==> images/gate_families.png <==
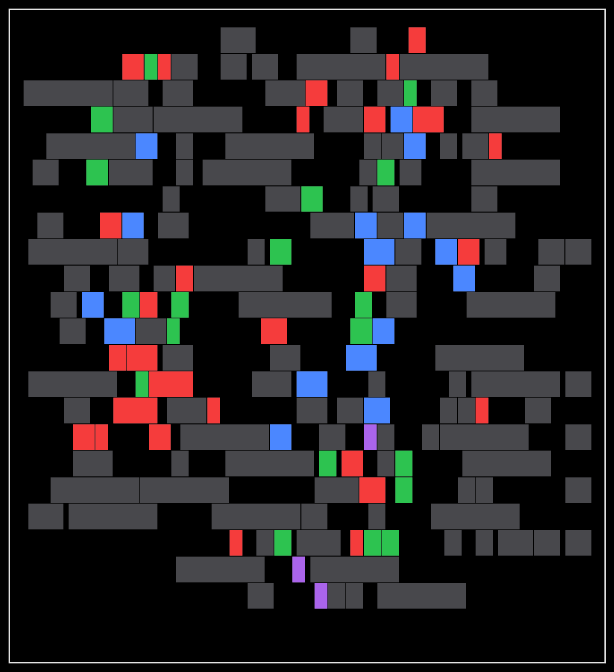
==> images/clock_map.png <==
Bar = 20 um.
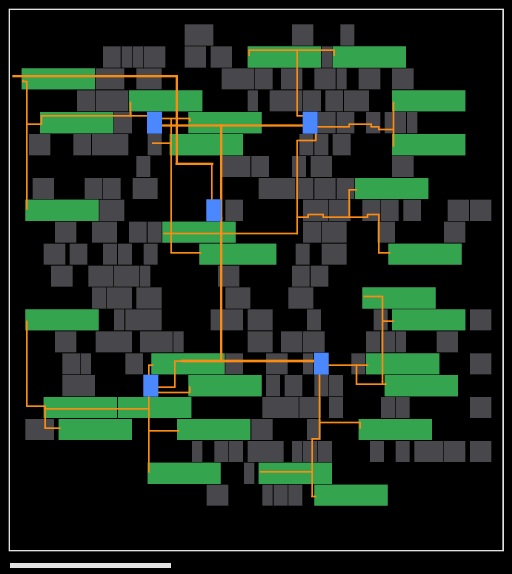
==> images/final_congestion.png <==
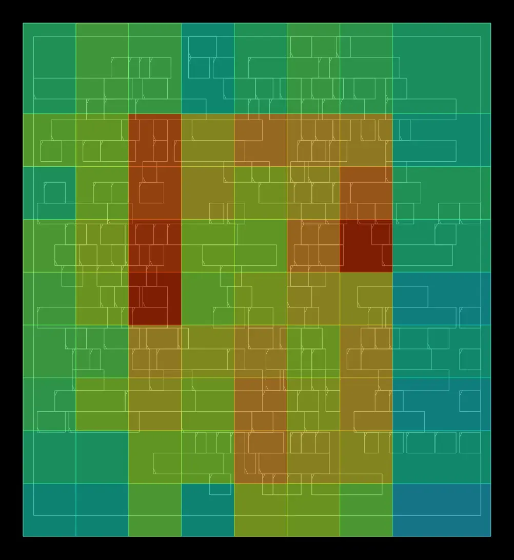
==> images/registers.png <==
Bar = 20 um. Other sequential cells in the stronger gray, the rest of the logic in the fainter gray.
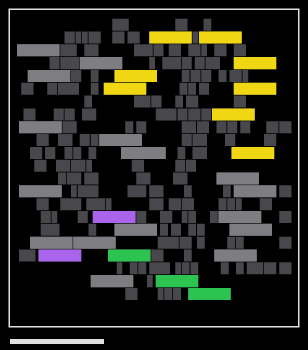
==> images/cell_classes.png <==
Bar = 20 um.
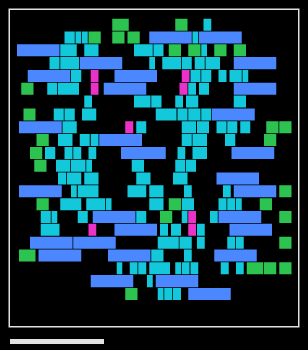
==> src/rtl/hazard_glitch_monitor_if.sv <==
// Observation bus between the static-hazard monitor and whatever drives/reads it.
// The last_ts member exists only when GLITCH_TIMESTAMP_EN is defined.
interface hazard_glitch_monitor_if #(
    parameter int MAX_GLITCH = 4,
    parameter int CNT_W      = 8
);
    localparam int W_W = $clog2(MAX_GLITCH + 1);

    logic             sig_in;
    logic             clr;
    logic             level;
    logic             glitch_pulse;
    logic             glitch_type;
    logic [W_W-1:0]   last_width;
    logic [CNT_W-1:0] g0_cnt;
    logic [CNT_W-1:0] g1_cnt;
    logic             hazard_flag;
`ifdef GLITCH_TIMESTAMP_EN
    logic [15:0]      last_ts;
`endif

`ifdef GLITCH_TIMESTAMP_EN
    modport master (
        output sig_in, clr,
        input  level, glitch_pulse, glitch_type, last_width,
               g0_cnt, g1_cnt, hazard_flag, last_ts
    );
    modport slave (
        input  sig_in, clr,
        output level, glitch_pulse, glitch_type, last_width,
               g0_cnt, g1_cnt, hazard_flag, last_ts
    );
`else
    modport master (
        output sig_in, clr,
        input  level, glitch_pulse, glitch_type, last_width,
               g0_cnt, g1_cnt, hazard_flag
    );
    modport slave (
        input  sig_in, clr,
        output level, glitch_pulse, glitch_type, last_width,
               g0_cnt, g1_cnt, hazard_flag
    );
`endif
endinterface

==> src/rtl/hazard_glitch_monitor.sv <==
// Oversampling static-hazard observer: classifies short excursions as static-0/static-1 glitches.
// Optional GLITCH_TIMESTAMP_EN adds a free-running 16-bit timestamp captured into last_ts.
module hazard_glitch_monitor #(
    parameter int   MAX_GLITCH = 4,
    parameter int   CNT_W      = 8,
    parameter logic RST_LVL    = 1'b0
) (
    input  logic                    clk,
    input  logic                    rst_n,
    hazard_glitch_monitor_if.slave  mon
);
    localparam int             W_W         = $clog2(MAX_GLITCH + 1);
    localparam int             SYNC_STAGES = 2;
    localparam logic [W_W-1:0] MAX_W       = W_W'(MAX_GLITCH);
    localparam logic [W_W-1:0] ONE_W       = W_W'(1);
    localparam logic [CNT_W-1:0] CNT_MAX   = {CNT_W{1'b1}};

    typedef enum logic {
        ST_STABLE    = 1'b0,
        ST_EXCURSION = 1'b1
    } state_t;

    // ------------------------------------------------------------------
    // Input synchronizer
    // ------------------------------------------------------------------
    logic [SYNC_STAGES-1:0] sync_q;
    logic [SYNC_STAGES-1:0] sync_d;
    logic                   s;

    genvar gi;
    generate
        for (gi = 0; gi < SYNC_STAGES; gi++) begin : g_sync
            if (gi == 0) begin : g_first
                assign sync_d[gi] = mon.sig_in;
            end else begin : g_chain
                assign sync_d[gi] = sync_q[gi-1];
            end
        end
    endgenerate

    always_ff @(posedge clk or negedge rst_n) begin
        if (!rst_n) begin
            sync_q <= {SYNC_STAGES{RST_LVL}};
        end else begin
            sync_q <= sync_d;
        end
    end

    assign s = sync_q[SYNC_STAGES-1];

    // ------------------------------------------------------------------
    // Excursion tracking FSM
    // ------------------------------------------------------------------
    state_t         state_q;
    state_t         state_d;
    logic [W_W-1:0] width_q;
    logic [W_W-1:0] width_d;
    logic           level_q;
    logic           level_d;
    logic           detect;

    always_ff @(posedge clk or negedge rst_n) begin
        if (!rst_n) begin
            state_q <= ST_STABLE;
            width_q <= '0;
            level_q <= RST_LVL;
        end else begin
            state_q <= state_d;
            width_q <= width_d;
            level_q <= level_d;
        end
    end

    always_comb begin
        state_d = state_q;
        width_d = width_q;
        level_d = level_q;
        detect  = 1'b0;
        case (state_q)
            ST_STABLE: begin
                if (s != level_q) begin
                    state_d = ST_EXCURSION;
                    width_d = ONE_W;
                end
            end
            ST_EXCURSION: begin
                if (s == level_q) begin
                    // Returned to the prior level in time: this was a hazard, not an edge.
                    detect  = 1'b1;
                    state_d = ST_STABLE;
                    width_d = '0;
                end else if (width_q == MAX_W) begin
                    level_d = ~level_q;
                    state_d = ST_STABLE;
                    width_d = '0;
                end else begin
                    width_d = width_q + ONE_W;
                end
            end
            default: begin
                state_d = ST_STABLE;
                width_d = '0;
            end
        endcase
    end

    // ------------------------------------------------------------------
    // Report registers: clr overrides a simultaneous detect, except the strobe
    // ------------------------------------------------------------------
    logic           glitch_pulse_q;
    logic           glitch_pulse_d;
    logic           glitch_type_q;
    logic           glitch_type_d;
    logic [W_W-1:0] last_width_q;
    logic [W_W-1:0] last_width_d;
    logic           hazard_flag_q;
    logic           hazard_flag_d;

    always_comb begin
        glitch_pulse_d = detect;
        glitch_type_d  = glitch_type_q;
        last_width_d   = last_width_q;
        hazard_flag_d  = hazard_flag_q;
        if (mon.clr) begin
            glitch_type_d = 1'b0;
            last_width_d  = '0;
            hazard_flag_d = 1'b0;
        end else if (detect) begin
            glitch_type_d = level_q;
            last_width_d  = width_q;
            hazard_flag_d = 1'b1;
        end
    end

    always_ff @(posedge clk or negedge rst_n) begin
        if (!rst_n) begin
            glitch_pulse_q <= 1'b0;
            glitch_type_q  <= 1'b0;
            last_width_q   <= '0;
            hazard_flag_q  <= 1'b0;
        end else begin
            glitch_pulse_q <= glitch_pulse_d;
            glitch_type_q  <= glitch_type_d;
            last_width_q   <= last_width_d;
            hazard_flag_q  <= hazard_flag_d;
        end
    end

    // ------------------------------------------------------------------
    // Saturating per-type counters: index 0 = static-0, index 1 = static-1
    // ------------------------------------------------------------------
    generate
        for (gi = 0; gi < 2; gi++) begin : g_cnt
            logic [CNT_W-1:0] cnt_q;
            logic [CNT_W-1:0] cnt_d;

            always_comb begin
                cnt_d = cnt_q;
                if (mon.clr) begin
                    cnt_d = '0;
                end else if (detect && (level_q == 1'(gi)) && (cnt_q != CNT_MAX)) begin
                    cnt_d = cnt_q + 1'b1;
                end
            end

            always_ff @(posedge clk or negedge rst_n) begin
                if (!rst_n) begin
                    cnt_q <= '0;
                end else begin
                    cnt_q <= cnt_d;
                end
            end
        end
    endgenerate

`ifdef GLITCH_TIMESTAMP_EN
    // ------------------------------------------------------------------
    // Timestamp: last_ts holds the ts value present on the detect edge
    // ------------------------------------------------------------------
    logic [15:0] ts_q;
    logic [15:0] ts_d;
    logic [15:0] last_ts_q;
    logic [15:0] last_ts_d;

    always_comb begin
        ts_d      = ts_q + 16'd1;
        last_ts_d = last_ts_q;
        if (mon.clr) begin
            last_ts_d = '0;
        end else if (detect) begin
            last_ts_d = ts_q;
        end
    end

    always_ff @(posedge clk or negedge rst_n) begin
        if (!rst_n) begin
            ts_q      <= '0;
            last_ts_q <= '0;
        end else begin
            ts_q      <= ts_d;
            last_ts_q <= last_ts_d;
        end
    end

    assign mon.last_ts = last_ts_q;
`endif

    assign mon.level        = level_q;
    assign mon.glitch_pulse = glitch_pulse_q;
    assign mon.glitch_type  = glitch_type_q;
    assign mon.last_width   = last_width_q;
    assign mon.g0_cnt       = g_cnt[0].cnt_q;
    assign mon.g1_cnt       = g_cnt[1].cnt_q;
    assign mon.hazard_flag  = hazard_flag_q;

endmodule
==> src/flat_wrapper.sv <==
// flat-port wrapper written by rule: the top's interface ports become plain ports
module hazard_glitch_monitor_flat 
#(
    parameter int   MAX_GLITCH = 4,
    parameter int   CNT_W      = 8,
    parameter logic RST_LVL    = 1'b0
)
  (clk, rst_n, mon_sig_in, mon_clr, mon_level, mon_glitch_pulse, mon_glitch_type, mon_last_width, mon_g0_cnt, mon_g1_cnt, mon_hazard_flag);
  hazard_glitch_monitor_if #(.MAX_GLITCH(MAX_GLITCH), .CNT_W(CNT_W)) mon_i ();
  input  logic clk;
  input  logic rst_n;
  input wire logic [$bits(mon_i.sig_in)-1:0] mon_sig_in;
  input wire logic [$bits(mon_i.clr)-1:0] mon_clr;
  output wire logic [$bits(mon_i.level)-1:0] mon_level;
  output wire logic [$bits(mon_i.glitch_pulse)-1:0] mon_glitch_pulse;
  output wire logic [$bits(mon_i.glitch_type)-1:0] mon_glitch_type;
  output wire logic [$bits(mon_i.last_width)-1:0] mon_last_width;
  output wire logic [$bits(mon_i.g0_cnt)-1:0] mon_g0_cnt;
  output wire logic [$bits(mon_i.g1_cnt)-1:0] mon_g1_cnt;
  output wire logic [$bits(mon_i.hazard_flag)-1:0] mon_hazard_flag;
  assign mon_i.sig_in = mon_sig_in;
  assign mon_i.clr = mon_clr;
  assign mon_level = mon_i.level;
  assign mon_glitch_pulse = mon_i.glitch_pulse;
  assign mon_glitch_type = mon_i.glitch_type;
  assign mon_last_width = mon_i.last_width;
  assign mon_g0_cnt = mon_i.g0_cnt;
  assign mon_g1_cnt = mon_i.g1_cnt;
  assign mon_hazard_flag = mon_i.hazard_flag;
  hazard_glitch_monitor #(.MAX_GLITCH(MAX_GLITCH), .CNT_W(CNT_W), .RST_LVL(RST_LVL)) u_core (.clk(clk), .rst_n(rst_n), .mon(mon_i));
endmodule
==> config.mk <==
export PLATFORM = sky130hd
export DESIGN_NAME = hazard_glitch_monitor_flat
export DESIGN_NICKNAME = d
export VERILOG_FILES = /design/src/rtl/hazard_glitch_monitor_if.sv /design/src/rtl/hazard_glitch_monitor.sv /design/src/flat_wrapper.sv
export SDC_FILE = /design/constraint.sdc
export NUM_CORES = 1
export LEC_CHECK = 0
export CAP_MARGIN = 20
export CORE_ASPECT_RATIO = 1.1
export CORE_UTILIZATION = 40
export CTS_BUF_LIST = sky130_fd_sc_hd__clkbuf_2
export DETAILED_ROUTE_END_ITERATION = 8
export PLACE_DENSITY_LB_ADDON = 0.2
export SLEW_MARGIN = 5
export SYNTH_ARGS = -nofsm -noshare
export SYNTH_HDL_FRONTEND = slang
export SYNTH_SLANG_ARGS = --single-unit
==> constraint.sdc <==
create_clock -name clk -period 2.4 [get_ports clk]
set_clock_uncertainty 0.2 [all_clocks]
set_input_delay 0.24 -clock clk [delete_from_list [all_inputs] [get_ports clk]]
set_output_delay 0.24 -clock clk [all_outputs]
set_load 0.1 [all_outputs]
==> results_dict.tcl <==
# place-and-route summary
set metrics [dict create \
    ant_nets 0 \
    ys.warnings.count 0 \
    min_period_ps 1980 \
    cts_tree "done" \
    portBuffers 26 \
    syn-num-nets 160 \
    clock-root-buffer "clkbuf_2" \
    post_cts_buffers 0 \
    hold_viol_final 0 \
    ir_drop_mv 0.336 \
    place.gp.congestion 0.821 \
    cp_top_family "simple AND/OR/NAND/NOR gates" \
    dp_hpwl_um 2200 \
    num_vias 1250 \
    max_stage_delay_ps 520 \
    worst_pin_slew_ps 570 \
    grt_pass1_vias 1243 \
    synth-seq-cells 29 \
    ys_seq_share_pct 47.2 \
    worst-endpoint-arrival_ps 2010 \
    path_clk_slew_ps 160 \
    ys_top_cells_by_count "dfrtp_1 (29), a21oi_1 (10), nand3_1 (10), nor2_1 (9), nor2b_1 (9)" \
    syn_area_um2 1540 \
    synth.top_cell.area_share_pct 47.2 \
    htreeDepth 2 \
    yosysChipArea_um2 1540 \
    grt_max_degree 30 \
    synth_dominant_cell_count "dfrtp_1" \
    drtPass1Iterations 4 \
    cts_resized 0 \
    cp_cell_sequence "or3b_1 > nor4_2 > mux2_1" \
    ys_types 36 \
    antenna_found_initial 0 \
    drc 0 \
    initial_core_util_pct 42.1 \
    synth-edff-count 0 \
    outcome "completed" \
    layout_setup_ws_ps 415 \
    drv_slew 0 \
    clockBufferDepth 2 \
    chipWidth_um 61.1 \
    die-area_um2 4100 \
    startpoint_type "flop" \
    worstSetupPathType "flop to flop" \
    clkSinkCount 29 \
    drt_wl_total_um 3220 \
    period_used_pct 82.7 \
    dp_slack_ps 442 \
    tool_warnings 27 \
    async_flop_share_pct 100 \
    crit_buf_inv 0 \
    diodes 0 \
    cts_made_buffers 5 \
    power.leakage_nw 0.829 \
    nFillCells 358 \
    vias_per_cell 5.43 \
    fmax_ghz 0.504 \
    drt_iter0_drc 64 \
    finalSetupViolations 0 \
    die_h_um 67.0 \
]
Notes on gate_families.png above:
Blue stands for AND and OR gates, cells 16, most used and2_1. Red stands for NOR gates, cells 28. Purple stands for inverters, cells 3, most used inv_1. Green stands for NAND gates, cells 19, most used nand3_1.

Notes on clock_map.png above:
Orange stands for clock wires, length 381 um. Blue stands for cells driving clock nets, count 5. Green stands for flip-flops, count 29.
There are 6 routed clock nets.

Notes on final_congestion.png above:
routed length per instance: 14.0 um
GR Layer Usage met1: 20.2%
GRT Total Usage: 18.0%
busiest grt layer: met2
met3 Track Usage GR: 5.44%

Notes on registers.png above:
Green stands for `u_core.width_q`, sequential cells 3. Purple stands for `u_core.sync_q`, sequential cells 2. Yellow stands for `u_core.mon.g1_cnt`, sequential cells 8.
Another 16 sequential cells are not colored.
register area: 727 um^2
Post-Route Utilization: 49.7%
Seq power: 0.615 mW

Notes on cell_classes.png above:
Green stands for other buffers and delay cells, cells 29. Blue stands for flip-flops, cells 29. Magenta stands for clock drivers and dummy loads, cells 8. Cyan stands for all other logic, cells 114.
# rows: 23
core box area: 3650 um^2

## per-stage QoR
| step | utilization (%) | area (um^2) | std cells | total power, mW | hold WS, ps |
|---|---|---|---|---|---|
| 2_1_floorplan | - | 1540 | 152 | 1.13 | -256 |
| 3_3_place_gp | 48.6 | 1780 | 222 | 1.24 | 157 |
| 3_5_place_dp | 48.6 | 1780 | 222 | 1.26 | 151 |
| 4_1_cts | 49.7 | 1820 | 230 | 1.51 | 28.3 |
| 5_1_grt | 49.7 | 1820 | 230 | 1.59 | 51.6 |
| 6_report | 49.7 | 1820 | 230 | 1.49 | 34.7 |
## where the power goes
group | leakage [nW] | internal [mW] | switching [mW]
combinational | 0.407 | 0.156 | 0.477
clock | 0.0332 | 0.0861 | 0.161
sequential | 0.389 | 0.555 | 0.0600
total | 0.829 | 0.797 | 0.697
## metal layers
metal | wire length [um] | GRT usage, % | vias up
met2 | 1600 | 30.7 | 30
met4 | 78 | 7.95 | 0
met3 | 136 | 5.44 | 9
li1 | - | - | 614
met1 | 1400 | 20.2 | 597
met5 | 0 | 0 | -
## worst register-to-register path: stages, from the launching register on
cell,delay [ps]
dfrtp_2,490
or3b_1,520
nor4_2,320
mux2_1,340
## layout make-up
class	instances	area, um^2	share of cell area (%)
multi-input combinational	111	751	41.3
sequential	29	727	40.0
tap	50	62.6	3.44
timing repair buffer	29	225	12.4
inverter	3	11.3	0.620
clock buffer	8	40.0	2.20
## placed cells by master (no fill, tap or decap), drive strengths merged, types with 2 or more instances in the layout
cell type      netlist  routed
dfrtp               29      29
buf                  3      26
a21oi               11      11
nand3               10      10
nor2                 9       9
nor2b                9       9
clkbuf               6       8
and2                 6       6
o21ai                6       6
and3                 6       6
mux2                 6       6
nand2b               4       4
nand2                4       4
nor3                 4       4
a31oi                4       4
a211oi               4       4
ha                   4       4
inv                  3       3
and4                 3       3
a41oi                3       3
a311oi               3       3
clkdlybuf4s50        0       3
mux2i                2       2
nor4                 2       2
nor4b                2       2
nor3b                2       2
## registers in the layout, indices dropped and copies added (netlist names)
signal,count
u_core.mon.g0_cnt,8
u_core.mon.g1_cnt,8
u_core.mon.glitch_pulse,1
u_core.mon.glitch_type,1
u_core.mon.hazard_flag,1
u_core.mon.last_width,3
u_core.mon.level,1
u_core.state_q,1
u_core.sync_q,2
u_core.width_q,3
## path summary, 6_finish.rpt
check	from	endpoint	slack (ps)	cells past startpoint
max	u_core.mon.level	u_core.mon.g0_cnt[6]	420	3
min	rst_n	u_core.mon.g1_cnt[5]	30	2
max reg2reg	u_core.mon.level	u_core.mon.g0_cnt[6]	420	3
min reg2reg	u_core.sync_q[0]	u_core.sync_q[1]	170	0
max in group asynchronous	rst_n	u_core.mon.level	1650	2
min in group clk	mon_sig_in	u_core.sync_q[0]	130	1
## cells by family (layout without fill, tap and decap cells)
group | after synthesis | count (layout) | synth area share (%)
simple gates | 63 | 63 | 24.4
compound gates | 34 | 34 | 14.3
flops | 29 | 29 | 47.2
buf+inv | 12 | 40 | 3.99
mux | 8 | 8 | 5.70
fa+ha+maj | 4 | 4 | 3.25
xor+xnor | 2 | 2 | 1.14
No activity file was given, so power comes from the tool's default toggle rates.
